==> config.mk <==
export PLATFORM = sky130hd
export DESIGN_NAME = axis_event_serializer
export DESIGN_NICKNAME = d
export VERILOG_FILES = /design/src/rtl/axis_event_pkg.sv /design/src/rtl/axis_event_fifo.sv /design/src/rtl/axis_event_serializer.sv
export SDC_FILE = /design/constraint.sdc
export NUM_CORES = 2
export LEC_CHECK = 0
export CAP_MARGIN = 20
export CORE_MARGIN = 5
export CORE_UTILIZATION = 60
export DETAILED_ROUTE_END_ITERATION = 6
export PLACE_DENSITY = 0.75
export SLEW_MARGIN = 20
export SYNTH_ARGS = -nofsm -noshare
export SYNTH_HDL_FRONTEND = slang
export SYNTH_SLANG_ARGS = --single-unit
==> constraint.sdc <==
create_clock -name aclk -period 83.9 [get_ports aclk]
set_input_delay 12.585 -clock aclk [delete_from_list [all_inputs] [get_ports aclk]]
set_output_delay 12.585 -clock aclk [all_outputs]
set_load 0.02 [all_outputs]
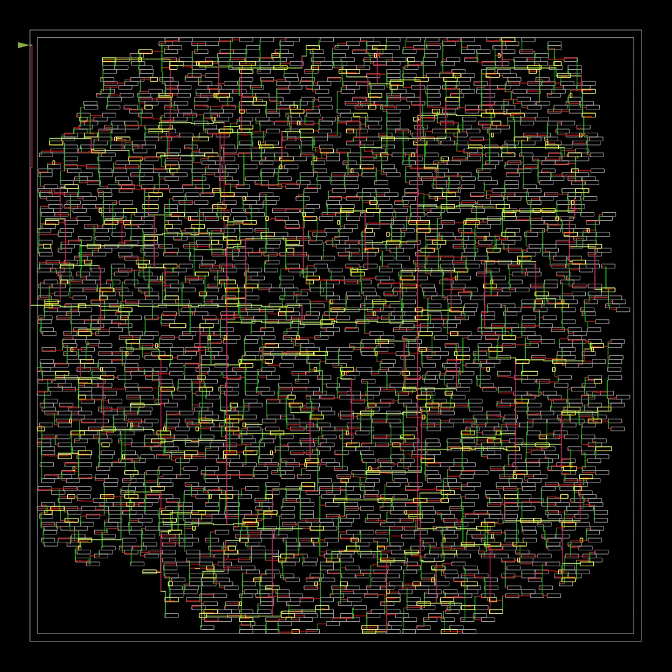
(images/clock_nets.png)
Latency at later pin: 0.86 ns
seq_cells: 2255
clkbuf count: 357
clock group power: 1.03 mW
cts bufs inserted: 224

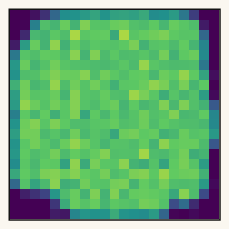
(images/util_map.png)
Drawn at 0.5 px/µm. 21 x 21 tiles, from dark purple (low) to yellow (high), 0 to 100% covered.
7.3% of the tiles are nearly empty. The mean over all tiles is 62%. The fullest tile reaches 87%. 28% of the tiles are over 75% full.
core area: 167000 µm²
Core Util, Final: 66.8%
Initial Utilization: 60.1%

==> results.ini <==
[cts]
path_clk_slew_ns = 0.06
cts-resized-gates = 0
cts.htree.levels = 4
cts_hold_buf = 0
clockBufferDepth = 3
cts_tree = built
cts_root_buf = clkbuf_16
cts_sinks = 2255
postCtsSetupBuffers = 0

[grt]
grt_max_degree = 199
grt_overflow_total = 0
track_usage_pct = 29.9
busiest_layer = met2
antenna_found_initial = 26
grt_util_met3_pct = 4.70

[worst_hold_path]
hp-class = reg2reg
hold_path_depth = 1

[floorplan]
fp.dieArea_um2 = 175000
die_w_um = 419
n_tap_cell = 2204
die_h_um = 419

[final_layout]
layout.nets = 6404
lay_top_count = dfrtp_1
final_cell_mix = 2252 x dfrtp_1, 2056 x mux2_2, 510 x mux4_2
fin_cells = 8667
area_growth_pct = 11.1
diodes = 16
seq_share_pct = 50.7
final_area_um2 = 111000
nNonClkBuffers = 306
num-multi-input-gates = 3456

[detailed_routing]
drc_errors = 0
routed.top_layer = met5
met1Wirelength_um = 108000
routed_wl_um = 258000
ant_nets = 0
routed-via-count = 57200
route.met3.wl_um = 13900
first_pass_iters = 6

[power_and_ir_drop]
power_leader = registers
swShare_pct = 31.2
switching_power_mw = 1.41
power.internal_mw = 3.11
leakagePower_nw = 48.8
pg_seq_mw = 1.90
p_clk_share_pct = 22.8
power-per-cell-area_nw_per_um2 = 40.6

[setup_path]
cp-end-kind = async pin
crit_top_cell = buf_4
crit_fanout = 178
critPathKind = in2async
cp_num_buf_inv = 8
arrival_ns = 18.73
reg2reg_depth = 6
path_depth = 8
critPathTopFamily = buffers and inverters
worstSetupStartpointType = input port

[logic_synthesis]
adder_share_pct = 0.187
ys_warn_count = 0
synth.most_common_cell = dfrtp_1
ys_chip_area_um2 = 100000
xor_area_share_pct = 0.367
dominantRegCellSynth = dfrtp_1
common_cells = 2255 x dfrtp_1, 2056 x mux2_2, 510 x mux4_2, 302 x buf_2, 230 x clkbuf_1
edf_count = 0
ys_cells = 6299
syn_area_um2 = 100000
async_reset_ff_share_pct = 100
synth_top_cell_by_area = dfrtp_1
mux_share_pct = 36.6
synth_cells = 6299
ys_seq_share_pct = 56.3
simple_gate_area_share_pct = 1.40
yosys-top-cells-area = dfrtp_1 56%, mux2_2 23%, mux4_2 11%, mux2i_1 2.0%, buf_2 1.5%
synth_nets = 6446

[final_timing]
setup_viol = 0
tightestPinTransition_ns = 1.21
fmax_ghz = 0.0558
rsz0062_at_grt = false
fin_tns_setup_ns = 0
skew_ns = 0.0339
slew_viol_final = 0
whs_ns = 0.478
hold_violations = 0

[job]
warnings = 71
cap_violations = 0

[placement]
place_inst = 8231

[run_status]
status = complete, no violations

Power and IR drop assume default switching activity.
